==> src/rtl/vga_pkg.sv <==
// Shared window geometry, FSM state encoding and the display-window test.
package vga_pkg;

    localparam int unsigned WIN_W = 512;
    localparam int unsigned WIN_H = 128;
    localparam logic [10:0] OFF_X = 11'h7ff;

    typedef enum logic [1:0] {
        ST_IDLE  = 2'd0,
        ST_DISP  = 2'd1,
        ST_WRITE = 2'd2
    } vga_state_e;

    // The timing generator marks off-window positions with OFF_X; the range
    // test already rejects it, the explicit compare keeps the intent visible.
    function automatic logic in_window(input logic [10:0] x, input logic [10:0] y);
        if ((x == OFF_X) || (y == OFF_X)) begin
            return 1'b0;
        end
        return (x < 11'(WIN_W)) && (y < 11'(WIN_H));
    endfunction

endpackage

==> src/rtl/vga_wr_fifo.sv <==
// Write-request FIFO: first-word fall-through, head visible on pop_data_o.
module vga_wr_fifo #(
    parameter int W     = 28,
    parameter int DEPTH = 4
) (
    input  logic         clk25M,
    input  logic         reset_n,
    input  logic         push_i,
    input  logic [W-1:0] push_data_i,
    input  logic         pop_i,
    output logic [W-1:0] pop_data_o,
    output logic         full_o,
    output logic         empty_o
);

    localparam int PW = $clog2(DEPTH);

    logic [W-1:0] mem_q [DEPTH];
    logic [PW:0]  wr_ptr_q;
    logic [PW:0]  rd_ptr_q;
    logic         push_ok;
    logic         pop_ok;

    assign empty_o    = (wr_ptr_q == rd_ptr_q);
    assign full_o     = (wr_ptr_q[PW] != rd_ptr_q[PW]) &&
                        (wr_ptr_q[PW-1:0] == rd_ptr_q[PW-1:0]);
    assign push_ok    = push_i && !full_o;
    assign pop_ok     = pop_i && !empty_o;
    assign pop_data_o = mem_q[rd_ptr_q[PW-1:0]];

    // Pointer update; reset flushes every queued request.
    always_ff @(posedge clk25M or negedge reset_n) begin
        if (!reset_n) begin
            wr_ptr_q <= '0;
            rd_ptr_q <= '0;
        end else begin
            if (push_ok) wr_ptr_q <= wr_ptr_q + 1'b1;
            if (pop_ok)  rd_ptr_q <= rd_ptr_q + 1'b1;
        end
    end

    // Entry storage; contents are don't-care until the pointers cover them.
    always_ff @(posedge clk25M) begin
        if (push_ok) mem_q[wr_ptr_q[PW-1:0]] <= push_data_i;
    end

endmodule

==> src/rtl/vga_fb_arbiter.sv <==
// Frame-buffer port arbiter: display reads win over queued writer requests.
//
//  state    | meaning
//  ---------+-------------------------------------------------------------
//  ST_IDLE  | no pixel, no pending write; memory port idle, address held
//  ST_DISP  | in-window pixel; port reads {y[6:0], x[8:0]}
//  ST_WRITE | outside window with FIFO non-empty; one entry written
module vga_fb_arbiter
    import vga_pkg::*;
#(
    parameter int AW         = 16,
    parameter int DW         = 12,
    parameter int FIFO_DEPTH = 4
) (
    input  logic          clk25M,
    input  logic          reset_n,
    input  logic [10:0]   disp_x,
    input  logic [10:0]   disp_y,
    input  logic          frame_start,
    input  logic          wr_valid,
    input  logic [AW-1:0] wr_addr,
    input  logic [DW-1:0] wr_data,
    output logic          wr_ready,
    output logic [AW-1:0] mem_addr,
    output logic          mem_we,
    output logic [DW-1:0] mem_wdata,
    input  logic [DW-1:0] mem_rdata,
    output logic [DW-1:0] rgb_out,
    output logic          wr_pending,
    output logic [7:0]    frame_cnt
);

    vga_state_e   state_q, state_d;
    logic         act;
    logic         rdy_en_q;
    logic         fifo_push;
    logic         fifo_pop;
    logic         fifo_full;
    logic         fifo_empty;
    logic [AW-1:0] head_addr;
    logic [DW-1:0] head_data;
    logic [AW-1:0] mem_addr_q, mem_addr_d;
    logic [DW-1:0] mem_wdata_q, mem_wdata_d;
    logic          mem_we_q, mem_we_d;
    logic          pix_d2_q;
    logic [DW-1:0] rgb_q;
    logic [7:0]    frame_q;

    assign act = in_window(disp_x, disp_y);

    // Ready is held off until the first edge after reset release.
    assign wr_ready  = rdy_en_q && !fifo_full;
    assign fifo_push = wr_valid && wr_ready;

    vga_wr_fifo #(
        .W     (AW + DW),
        .DEPTH (FIFO_DEPTH)
    ) u_fifo (
        .clk25M      (clk25M),
        .reset_n     (reset_n),
        .push_i      (fifo_push),
        .push_data_i ({wr_addr, wr_data}),
        .pop_i       (fifo_pop),
        .pop_data_o  ({head_addr, head_data}),
        .full_o      (fifo_full),
        .empty_o     (fifo_empty)
    );

    // Next-state and memory-port decision; act is checked first so a rising
    // window suppresses the pop in the very same cycle.
    always_comb begin
        state_d     = state_q;
        fifo_pop    = 1'b0;
        mem_addr_d  = mem_addr_q;
        mem_wdata_d = mem_wdata_q;
        mem_we_d    = 1'b0;
        if (act) begin
            state_d    = ST_DISP;
            mem_addr_d = AW'({disp_y[6:0], disp_x[8:0]});
        end else if (!fifo_empty) begin
            state_d     = ST_WRITE;
            fifo_pop    = 1'b1;
            mem_addr_d  = head_addr;
            mem_wdata_d = head_data;
            mem_we_d    = 1'b1;
        end else begin
            state_d = ST_IDLE;
        end
    end

    // State and registered memory-port outputs.
    always_ff @(posedge clk25M or negedge reset_n) begin
        if (!reset_n) begin
            state_q     <= ST_IDLE;
            rdy_en_q    <= 1'b0;
            mem_addr_q  <= '0;
            mem_wdata_q <= '0;
            mem_we_q    <= 1'b0;
        end else begin
            state_q     <= state_d;
            rdy_en_q    <= 1'b1;
            mem_addr_q  <= mem_addr_d;
            mem_wdata_q <= mem_wdata_d;
            mem_we_q    <= mem_we_d;
        end
    end

    // Pixel pipeline: a DISP cycle's read data arrives one cycle later and is
    // registered onto rgb_out; non-window pixels are forced to black.
    always_ff @(posedge clk25M or negedge reset_n) begin
        if (!reset_n) begin
            pix_d2_q <= 1'b0;
            rgb_q    <= '0;
        end else begin
            pix_d2_q <= (state_q == ST_DISP);
            rgb_q    <= pix_d2_q ? mem_rdata : '0;
        end
    end

    // Frame counter, free-running modulo 256.
    always_ff @(posedge clk25M or negedge reset_n) begin
        if (!reset_n) begin
            frame_q <= '0;
        end else if (frame_start) begin
            frame_q <= frame_q + 8'd1;
        end
    end

    assign mem_addr   = mem_addr_q;
    assign mem_we     = mem_we_q;
    assign mem_wdata  = mem_wdata_q;
    assign rgb_out    = rgb_q;
    assign wr_pending = !fifo_empty;
    assign frame_cnt  = frame_q;

endmodule

==> config.mk <==
export PLATFORM = sky130hd
export DESIGN_NAME = vga_fb_arbiter
export DESIGN_NICKNAME = d
export VERILOG_FILES = /design/src/rtl/vga_pkg.sv /design/src/rtl/vga_wr_fifo.sv /design/src/rtl/vga_fb_arbiter.sv
export SDC_FILE = /design/constraint.sdc
export NUM_CORES = 1
export LEC_CHECK = 0
export CORE_MARGIN = 2
export CORE_UTILIZATION = 45
export DETAILED_ROUTE_END_ITERATION = 12
export PLACE_DENSITY = 0.73
export SYNTH_ARGS = -nofsm -noshare
export SYNTH_HDL_FRONTEND = slang
export SYNTH_SLANG_ARGS = --single-unit
export TNS_END_PERCENT = 1
==> constraint.sdc <==
create_clock -name clk25M -period 2.3 [get_ports clk25M]
set_input_delay 0.345 -clock clk25M [delete_from_list [all_inputs] [get_ports clk25M]]
set_output_delay 0.345 -clock clk25M [all_outputs]
set_load 0.005 [all_outputs]
Figure 1. The metal 2 layer (run 1).
(3 px per um) Cells faint in the background.
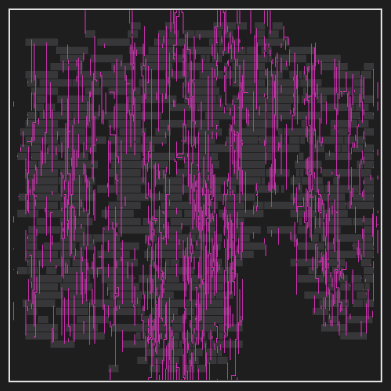
main direction: vertical
wire length on this layer: 6,270 um
longest straight run: 57.1 um
share of all routed wire: 49%
nets with wire on the layer: 508
final routed wirelength across all metal layers: 12.7 mm
routed via count: 3,544
met2 demand-to-capacity share in global routing: 30.0%

Figure 2. Ports around the boundary (run 1).
(2 px per um) Pins as bars across the die edge, other pins in gray.
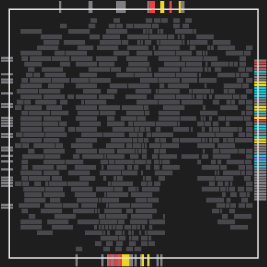
legend:
  `mem_addr`:
    color: yellow
    pins: 16
    direction: output
    edge: 7 east, 6 south, 3 north
  `mem_rdata`:
    color: cyan
    pins: 12
    direction: input
    edge: east
  `mem_we`:
    color: purple
    pins: 1
    direction: output
    edge: east
  `disp_y`:
    color: red
    pins: 11
    direction: input
    edge: 4 north, 4 south, 3 east
all pins by edge: 52 east, 25 west, 22 south, 18 north

Figure 3. Cells colored by class (run 1).
(3 px per um) Fill, decap, tap and diode cells in gray.
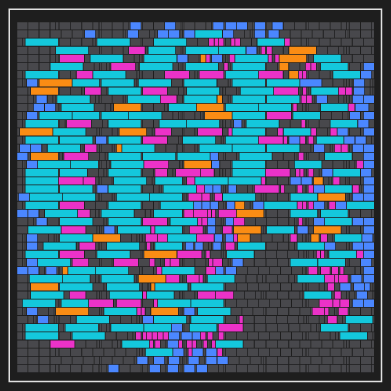
legend:
  other buffers and delay cells:
    color: blue
    cells: 138
    share_of_their_area: 16%
  flops:
    color: cyan
    cells: 170
    share_of_their_area: 58%
  clock drivers and dummy loads:
    color: orange
    cells: 32
    share_of_their_area: 7.4%
  all other logic:
    color: magenta
    cells: 170
    share_of_their_area: 19%

==> impl_results.rst, run 1 <==
Synthesis and place-and-route
=============================

.. list-table::
   :header-rows: 1

   * - Metric
     - Value
   * - Ratio of total power to cell area
     - 1250 nW/um^2
   * - Endpoint of the most critical register-to-register path
     - mem_wdata[11]
   * - Worst ir drop on vdd
     - 0.997 mV
   * - Cell Area, Synth
     - 6440 um^2
   * - Max-slew violation total from the final report
     - 0
   * - Stage-log warning count
     - 29
   * - Via-per-instance ratio
     - 5.14
   * - Post-route DRC violation count
     - 0
   * - Number of synthesized flops with an enable pin
     - 112
   * - Area of the die
     - 15,300 um^2
   * - Worst reg2reg startpoint
     - u_fifo.wr_ptr_q[0]
   * - Most used logic cell in the final layout
     - sky130_fd_sc_hd__clkdlybuf4s50_1
   * - Cell Chain, Critical Path
     - xor2_2 > o31a_1 > clkdlybuf4s50_1
   * - Largest net degree at the start of global routing
     - 35
   * - Clock buffer depth
     - 2
   * - Number of buffers added on ports
     - 116
   * - Leading cell type by number of instances after synthesis
     - sky130_fd_sc_hd__edfxtp_1
   * - Area fraction of the dominant cell type after synthesis
     - 52.3%
   * - Max stage delay cell, worst path
     - sky130_fd_sc_hd__clkdlybuf4s50_1
   * - Number of hold-slack violations in the final timing report
     - 0
   * - Number of flip-flops and latches in the synthesized netlist
     - 170
   * - Element type at the critical path start
     - register
   * - Clock tree skew after final layout
     - 0.0102 ns
   * - Total of warnings raised by yosys
     - 0
   * - Tmin final
     - 2.19 ns
   * - Mean instance size in the synthesized netlist
     - 18.3 um^2
   * - Final instance area
     - 8590 um^2
   * - Final setup violation count
     - 0
   * - Number of rows in the core area
     - 43
   * - Category of the most critical setup path
     - register to output pin
   * - Crit share post-route
     - 95.1%
   * - Minimum hold slack
     - 0.451 ns
   * - Buffer-and-inverter tally for the worst setup path
     - 1
   * - Setup TNS after final layout
     - 0 ns
   * - Synth unique cells
     - 30
   * - Number of nets at floorplan
     - 424
   * - Outcome
     - finished clean
   * - Number of clock sinks
     - 170
   * - Fmax
     - 457 MHz
   * - CTS H-tree lvls
     - 4
   * - Class of the most critical hold timing path
     - input pin to asynchronous set/reset pin
   * - Number of DRC violations after detailed-routing iteration 0
     - 138
   * - R2R cell count
     - 6
   * - Crit path DAT
     - 1.84 ns
   * - Kind of end point of the critical path
     - output pin
   * - Total clock buffers created by CTS
     - 17
   * - Global-route wire length before repair
     - 19.6 mm
   * - Top FF cell, synth
     - sky130_fd_sc_hd__edfxtp_1
   * - Worst-margin pin slew
     - 0.602 ns
   * - Share of final-layout standard cells stronger than drive strength 1
     - 21.0%
   * - Routed length per instance
     - 18.4 um
   * - Detailed-router iteration count before antenna repair
     - 4
   * - Core box area
     - 13,900 um^2
   * - Layout overhead on the synthesized area
     - 33.5%
   * - Crit path required time
     - 1.96 ns
   * - Max-cap viol count
     - 0
   * - # Cells Yosys
     - 352
   * - Post-layout util
     - 61.7%
   * - Final total power
     - 10.7 mW
   * - Total half-perimeter wirelength after legalization and detailed placement
     - 8.24 mm
   * - Maximum fanout along the worst path
     - 3
   * - Instance tally after logic synthesis
     - 352
   * - Gpl congestion
     - 0.683
   * - I/O pin cnt
     - 117
   * - Floorplan die width
     - 124 um
   * - Register share after synthesis
     - 74.8%
   * - Worst slew margin
     - 59.8%
   * - Starting utilization of the core area
     - 46.2%
   * - Global Route Usage Sum
     - 17.8%
   * - Clock input transition at the sequential cells of the worst setup and hold paths
     - 0.06 ns
   * - Floorplan die height
     - 124 um
   * - Number of nets in the layout
     - 569
   * - Antenna viol nets, final
     - 0
   * - Crit-path leading delay family
     - buffers and inverters
## run 1: per-stage QoR
stage / instances / worst slack (ns)
after floorplan: 352 / 0.131
after global placement: 653 / 0.407
after detailed placement: 653 / 0.343
after CTS: 686 / 0.0193
after global routing: 690 / 0.0563
final: 690 / 0.112
## run 1: state kept, by name (all words and copies together) (netlist names), 3 cells and up
name             count
frame_cnt            8
mem_addr            16
mem_wdata           12
rgb_out             12
u_fifo.mem_q       112
u_fifo.rd_ptr_q      3
u_fifo.wr_ptr_q      3
## run 1: how the worst max path moves through the flow
stage | from | endpoint | slack, ns | cells after the start
6_report | u_fifo.wr_ptr_q[0] | wr_ready | 0.11 | 3
5_1_grt | u_fifo.wr_ptr_q[1] | wr_ready | 0.06 | 3
4_1_cts | u_fifo.wr_ptr_q[2] | wr_pending | 0.02 | 4
3_5_place_dp | wr_valid | u_fifo.mem_q[1][7] | 0.34 | 4
3_3_place_gp | disp_y[10] | u_fifo.rd_ptr_q[1] | 0.41 | 5
2_1_floorplan | u_fifo.rd_ptr_q[1] | u_fifo.mem_q[3][0] | 0.13 | 3
## run 1: report_power, final
part	switching, mW	internal, mW	total (mW)	leakage [nW]
Sequential	0.360	3.94	4.30	1.73
Combinational	1.51	1.96	3.46	1.17
Clock	1.15	1.83	2.98	0.307
Total	3.02	7.72	10.7	3.21
## run 1: logic make-up (layout without fill, tap and decap cells)
kind of cell / Yosys count / count (layout) / share of synthesized area [%]
flip-flops: 170 / 170 / 74.8
XOR/XNOR: 15 / 15 / 2.04
adder cells (fa/ha/maj): 6 / 6 / 1.17
AND/OR/NAND/NOR: 66 / 66 / 5.02
multiplexers: 42 / 42 / 12.7
buffers and inverters: 17 / 175 / 1.34
other: 1 / 1 / 0.0583
AND-OR/OR-AND: 35 / 35 / 2.86
## run 1: per-layer routing
metal / part of all wire (%) / routed length [um] / track usage, % / up-vias
li1: - / - / - / 1615
met1: 43 / 5450 / 21.9 / 1799
met2: 49 / 6270 / 30.0 / 119
met3: 6.7 / 847 / 5.36 / 11
met4: 1.2 / 153 / 6.18 / 0
met5: 0 / 0 / 0 / -
## run 1: final cells by class
class                           count  area, um^2
Timing Repair Buffer              138        1340
Inverter                            5        23.8
Clock buffer                       18         429
Sequential cell                   170        4820
Fill cell                         997        5340
Tap cell                          180         225
Multi-Input combinational cell    165        1560
Clock inverter                     14         194
## run 1: worst register-to-register path, cell delays in order, from the launching register on
cell and delay, ns:
sky130_fd_sc_hd__dfrtp_2 0.44, sky130_fd_sc_hd__xor2_2 0.22, sky130_fd_sc_hd__nor3_4 0.26, sky130_fd_sc_hd__clkinv_4 0.11, sky130_fd_sc_hd__buf_4 0.18, sky130_fd_sc_hd__nand2_4 0.25
sky130_fd_sc_hd__mux2_2 0.39
## run 1: repair_timing
item	CTS	global route
hold endpoints to repair	24	0
gates resized	2	4
hold buffers	1	0
pin swaps	0	2
endpoints found under the setup margin	1	1
setup buffers	0	4
==> run 2: changes to the inputs <==
CORE_MARGIN = default   (was 2)
Figure 4. The metal 2 layer (run 2).
(3 px per um) Cells faint in the background.
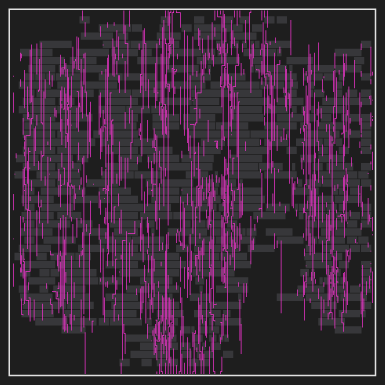
longest straight run: 52.7 um
main direction: vertical
met2 demand-to-capacity share in global routing: 30.2%
routed via count: 3,504

==> run 2 against run 1 <==
Global-route usage up 0.72 points. Sequential power about the same. Critical path type unchanged. Via count down 1.1%. First-iteration DRC count down 11%. Synthesized cell count unchanged. Utilization down 0.35 points. Clock power up 6%. Sequential share of layout area up 0.31 points.
==> impl_results.rst, run 2 <==
Synthesis and place-and-route
=============================

.. list-table::
   :header-rows: 1

   * - Metric
     - Value
   * - Setup TNS after final layout
     - 0 ns (unchanged)
   * - Clock buffer depth
     - 2 (unchanged)
   * - Relative contribution of sequential cells to total power
     - 39.8% (-0.2 points)
   * - Stage-log warning count
     - 29 (unchanged)
   * - Kind of end point of the critical path
     - output pin
   * - Mean instance size in the synthesized netlist
     - 18.3 um^2 (unchanged)
   * - Final setup violation count
     - 0 (unchanged)
   * - Worst-margin pin slew
     - 0.817 ns (+0.214 ns)
   * - I/O pin cnt
     - 117 (unchanged)
   * - # Cells Yosys
     - 352 (unchanged)
   * - Most used logic cell in the final layout
     - sky130_fd_sc_hd__clkdlybuf4s50_1
   * - Worst slew margin
     - 45.5% (-14 points)
   * - Cell Area, Synth
     - 6440 um^2 (unchanged)
   * - Switching power of the nets
     - 3.04 mW (+0.62%)
   * - Largest net degree at the start of global routing
     - 47 (+34%)
   * - Total of warnings raised by yosys
     - 0 (unchanged)
   * - Max-slew violation total from the final report
     - 0 (unchanged)
   * - Share of final-layout standard cells stronger than drive strength 1
     - 18.9% (-2.1 points)
   * - Number of flip-flops and latches in the synthesized netlist
     - 170 (unchanged)
   * - Detailed-router iteration count before antenna repair
     - 4 (unchanged)
   * - Starting utilization of the core area
     - 46.2% (unchanged)
   * - Crit path DAT
     - 1.87 ns (+0.03 ns)
   * - Worst ir drop on vdd
     - 0.810 mV (-19%)
   * - Minimum hold slack
     - 0.356 ns (-0.0951 ns)
   * - Crit share post-route
     - 96.1% (+1.0 points)
   * - Endpoint of the most critical register-to-register path
     - u_fifo.mem_q[1][16]
   * - Layout overhead on the synthesized area
     - 32.7%
   * - Comb power frac
     - 31.0% (-1.2 points)
   * - Outcome
     - finished clean
   * - Maximum fanout along the worst path
     - 4 (+1)
   * - Area fraction of the dominant cell type after synthesis
     - 52.3% (unchanged)
   * - Ratio of total power to cell area
     - 1270 nW/um^2 (+1.2%)
   * - Clk network pwr share
     - 29.2% (+1.5 points)
   * - Total internal power
     - 7.77 mW (+0.66%)
   * - Final routed wirelength across all metal layers
     - 12.4 mm (-2.2%)
   * - Total clock buffers created by CTS
     - 17 (unchanged)
   * - Register share after synthesis
     - 74.8% (unchanged)
   * - Number of clock sinks
     - 170 (unchanged)
   * - CTS H-tree lvls
     - 4 (unchanged)
   * - Number of synthesized flops with an enable pin
     - 112 (unchanged)
   * - Clock tree skew after final layout
     - 0.00589 ns (-0.00432 ns)
   * - Via-per-instance ratio
     - 5.17 (+0.62%)
   * - Global Route Usage Sum
     - 18.5% (+0.72 points)
   * - Routed length per instance
     - 18.4 um (-0.47%)
   * - Area of the die
     - 14,800 um^2 (-3.2%)
   * - Final total power
     - 10.8 mW (+0.65%)
   * - Number of nets in the layout
     - 557 (-2.1%)
   * - Worst reg2reg startpoint
     - u_fifo.wr_ptr_q[1]
   * - Number of hold-slack violations in the final timing report
     - 0 (unchanged)
   * - Synth unique cells
     - 30 (unchanged)
   * - Tmin final
     - 2.21 ns (+0.0230 ns)
   * - Post-route DRC violation count
     - 0 (unchanged)
   * - Element type at the critical path start
     - register
   * - Number of DRC violations after detailed-routing iteration 0
     - 123 (-11%)
   * - Number of nets at floorplan
     - 424 (unchanged)
   * - Switch share
     - 28.1% (about the same)
   * - Global-route wire length before repair
     - 19.6 mm (about the same)
   * - Total half-perimeter wirelength after legalization and detailed placement
     - 7.87 mm (-4.6%)
   * - Library cell used as clock root buffer
     - sky130_fd_sc_hd__clkbuf_16
   * - Top FF cell, synth
     - sky130_fd_sc_hd__edfxtp_1
   * - Category of the most critical setup path
     - register to output pin
   * - Largest register FFs
     - 112 (unchanged)
   * - Instance tally after logic synthesis
     - 352 (unchanged)
   * - Crit path required time
     - 1.96 ns (about the same)
   * - Leading cell type by number of instances after synthesis
     - sky130_fd_sc_hd__edfxtp_1
Figure 5. Ports around the boundary (run 2).
(2 px per um) Pins as bars across the die edge, other pins in gray.
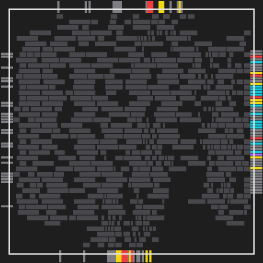
legend:
  `mem_rdata`:
    color: cyan
    pins: 12
    direction: input
    edge: east
  `mem_we`:
    color: purple
    pins: 1
    direction: output
    edge: east
  `disp_y`:
    color: red
    pins: 11
    direction: input
    edge: 4 east, 4 south, 3 north
  `mem_addr`:
    color: yellow
    pins: 16
    direction: output
    edge: 6 south, 6 east, 4 north
all pins by edge: 53 east, 23 west, 22 south, 19 north
floorplan die width: 122 um
number of buffers added on ports: 116
floorplan die height: 122 um

-- run 2: cell counts after synthesis --
No cell type changed its count.
-- run 2: how the worst max path moves through the flow --
stage | to | cells past startpoint | startpoint
2_1_floorplan | u_fifo.mem_q[3][0] | 3 | u_fifo.rd_ptr_q[1]
3_3_place_gp | u_fifo.mem_q[1][8] | 3 | wr_valid
3_5_place_dp | u_fifo.mem_q[0][7] | 3 | wr_valid
4_1_cts | wr_pending | 4 | u_fifo.rd_ptr_q[0]
5_1_grt | wr_pending | 4 | u_fifo.wr_ptr_q[0]
6_report | wr_pending | 4 | u_fifo.wr_ptr_q[0]
-- run 2: what timing repair did --
action,4_1_cts,5_1_grt
gates resized,3,0
setup buffers,1,0
endpoints found under the setup margin,1,0
hold endpoints to repair,12,0
hold buffers,1,0
-- run 2: metrics by stage --
| stage | utilization [%] | cells | setup WS (ns) | instance area [um^2] |
|---|---|---|---|---|
| finish | 61.3 | 678 | 0.0889 | 8540 |
| global route | 61.3 | 678 | 0.0172 | 8540 |
| CTS | 61.3 | 678 | 0.0646 | 8540 |
| detailed placement | 56.3 | 644 | 0.169 | 7840 |
| global placement | 56.3 | 644 | 0.198 | 7840 |
| floorplan | - | 352 | 0.131 | 6440 |
-- run 2: routing by layer --
| metal | track usage (%) | wire [um] | up-vias |
|---|---|---|---|
| li1 | - | - | 1595 |
| met1 | 22.8 | 5250 | 1775 |
| met2 | 30.2 | 6230 | 111 |
| met5 | 0 | 0 | - |
| met4 | 7.48 | 221 | 0 |
| met3 | 6.13 | 741 | 23 |
-- run 2: critical path, cell delays in order, from the launching register on --
cell	delay [ns]
sky130_fd_sc_hd__dfrtp_1	0.44
sky130_fd_sc_hd__xor2_2	0.20
sky130_fd_sc_hd__nor3_4	0.28
sky130_fd_sc_hd__inv_6	0.06
sky130_fd_sc_hd__clkdlybuf4s50_1	0.46
-- run 2: power groups by stage --
stage / Sequential, mW / Combinational (mW) / Clock, mW
CTS: 4.30 / 3.42 / 3.22
finish: 4.30 / 3.35 / 3.16
global placement: 4.31 / 3.28 / 0
floorplan: 4.29 / 2.03 / 0
detailed placement: 4.34 / 3.36 / 0
global route: 4.36 / 3.68 / 3.33
-- run 2: final cells by class --
| cell class | count | area, um^2 |
|---|---|---|
| fillers | 1000 | 5390 |
| flip-flops and latches | 170 | 4820 |
| multi-input cells | 165 | 1560 |
| repair buffers | 126 | 1260 |
| clock buffers | 17 | 425 |
| clock inverters | 15 | 238 |
| well taps | 180 | 225 |
| inverters | 5 | 23.8 |
-- run 2: cells by family after synthesis --
group                    Yosys count  share of synthesized area [%]
buffers and inverters             17                           1.34
AND-OR/OR-AND                     35                           2.86
AND/OR/NAND/NOR                   66                           5.02
flip-flops                       170                           74.8
other                              1                         0.0583
adder cells (fa/ha/maj)            6                           1.17
XOR/XNOR                          15                           2.04
multiplexers                      42                           12.7
==> run 3: changes to the inputs <==
SLEW_MARGIN = 10   (was default)
Figure 6. Clock wires, drivers and flops (run 3).
(4 px per um)
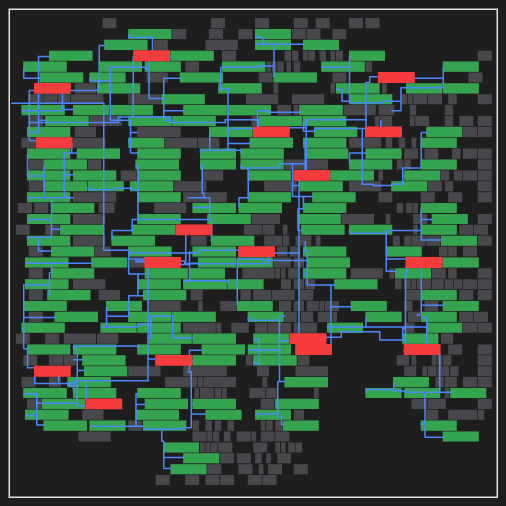
legend:
  cells driving clock nets:
    color: red
    count: 17
  flip-flops:
    color: green
    count: 170
  clock wires:
    color: blue
    length: 1,800 um
flops lie: all over the die
routed clock nets: 18

==> run 3 against run 2 <==
Fmax is the same. Critical path depth is the same. Combinational power is essentially flat. Largest cell class unchanged.
==> impl_results.rst, run 3 <==
Synthesis and place-and-route
=============================

.. list-table::
   :header-rows: 1

   * - Metric
     - Value
   * - Outcome
     - finished clean
   * - Number of nets in the layout
     - 557 (unchanged)
   * - Global-route wire length before repair
     - 19.6 mm (unchanged)
   * - Share of final-layout standard cells stronger than drive strength 1
     - 18.9% (unchanged)
   * - Met3 Routed Length
     - 741 um (unchanged)
   * - Minimum hold slack
     - 0.356 ns (unchanged)
   * - Global Route Usage Sum
     - 18.5% (unchanged)
   * - Number of nets at floorplan
     - 424 (unchanged)
   * - Final routed wirelength across all metal layers
     - 12.4 mm (unchanged)
   * - Top FF cell, synth
     - sky130_fd_sc_hd__edfxtp_1
   * - Number of clock sinks
     - 170 (unchanged)
   * - Instance tally after logic synthesis
     - 352 (unchanged)
   * - Total half-perimeter wirelength after legalization and detailed placement
     - 7.87 mm (unchanged)
   * - Post-route DRC violation count
     - 0 (unchanged)
   * - Mean instance size in the synthesized netlist
     - 18.3 um^2 (unchanged)
   * - Most used logic cell in the final layout
     - sky130_fd_sc_hd__clkdlybuf4s50_1
   * - CTS H-tree lvls
     - 4 (unchanged)
   * - Category of the most critical setup path
     - register to output pin
   * - Layout overhead on the synthesized area
     - 32.7% (unchanged)
   * - Max-slew violation total from the final report
     - 0 (unchanged)
   * - Floorplan die width
     - 122 um (unchanged)
   * - Total of warnings raised by yosys
     - 0 (unchanged)
   * - Largest register FFs
     - 112 (unchanged)
   * - Number of hold-slack violations in the final timing report
     - 0 (unchanged)
   * - Starting utilization of the core area
     - 46.2% (unchanged)
   * - Number of flip-flops and latches in the synthesized netlist
     - 170 (unchanged)
   * - Number of synthesized flops with an enable pin
     - 112 (unchanged)
   * - Synth unique cells
     - 30 (unchanged)
   * - Total clock buffers created by CTS
     - 17 (unchanged)
   * - Maximum fanout along the worst path
     - 4 (unchanged)
   * - I/O pin cnt
     - 117 (unchanged)
   * - Top Layer Used
     - met4
   * - Crit share post-route
     - 96.1% (unchanged)
   * - Worst slew margin
     - 45.5% (unchanged)
   * - Layout fillers
     - 1,000 (unchanged)
   * - Setup TNS after final layout
     - 0 ns (unchanged)
   * - Register share after synthesis
     - 74.8% (unchanged)
   * - Tmin final
     - 2.21 ns (unchanged)
Figure 7. Clock nets (run 3).
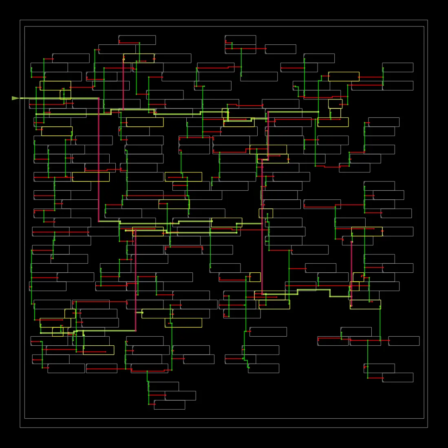
clock tree skew after final layout: 0.00589 ns
number of clock buffers in the layout: 17
power in the clock group: 3.16 mW

-- run 3: final cells by class --
class,instances,area [um^2],share of cell area [%]
inverter,5,23.8,0.278
clock buffer,17,425,4.98
clock inverter,15,238,2.78
sequential,170,4820,56.4
multi-input combinational,165,1560,18.2
timing repair buffer,126,1260,14.7
tap,180,225,2.64
-- run 3: logic make-up (layout without fill, tap and decap cells) --
group,after synthesis,count (layout),synth area share (%)
flip-flops,170,170,74.8
AND/OR/NAND/NOR,66,66,5.02
multiplexers,42,42,12.7
AND-OR/OR-AND,35,35,2.86
buffers and inverters,17,163,1.34
XOR/XNOR,15,15,2.04
adder cells (fa/ha/maj),6,6,1.17
other,1,1,0.0583
-- run 3: metrics by stage --
step | instances | power, mW | setup WS [ns] | util (%) | area, um^2
floorplan | 352 | 6.32 | 0.131 | - | 6440
finish | 678 | 10.8 | 0.0889 | 61.3 | 8540
global placement | 644 | 7.59 | 0.198 | 56.3 | 7840
CTS | 678 | 10.9 | 0.0646 | 61.3 | 8540
detailed placement | 644 | 7.70 | 0.169 | 56.3 | 7840
global route | 678 | 11.4 | 0.0172 | 61.3 | 8540
-- run 3: worst paths after layout --
check,end,cells past startpoint,slack (ns),startpoint
min reg2reg,pix_d2_q,1,0.43,mem_we
max,wr_pending,4,0.09,u_fifo.wr_ptr_q[0]
min,frame_cnt[2],2,0.36,reset_n
max reg2reg,u_fifo.mem_q[1][16],3,0.28,u_fifo.wr_ptr_q[1]
max in group asynchronous,u_fifo.rd_ptr_q[0],3,1.37,reset_n
min in group clk25M,pix_d2_q,1,0.43,mem_we
-- run 3: metal layers --
layer  global-route usage (%)  up-vias
met5                        0        -
met4                     7.48        0
met3                     6.13       23
li1                         -     1595
met2                     30.2      111
met1                     22.8     1775
-- run 3: what timing repair did --
item | CTS | global route
endpoints found under the setup margin | 1 | 0
gates resized | 3 | 0
hold buffers | 1 | 0
endpoints found under the hold margin | 12 | 0
setup buffers | 1 | 0
-- run 3: critical path, delay by kind of cell, from the launching register on --
| kind | cells | cell delay (ns) |
|---|---|---|
| xor+xnor | 1 | 0.20 |
| simple gates | 1 | 0.28 |
| buf+inv | 2 | 0.52 |
| flops | 1 | 0.44 |
-- run 3: where the power goes --
| part | internal, mW | switching [mW] |
|---|---|---|
| Clock | 1.95 | 1.20 |
| Sequential | 3.94 | 0.362 |
| Combinational | 1.88 | 1.47 |
Power and IR drop assume default switching activity.
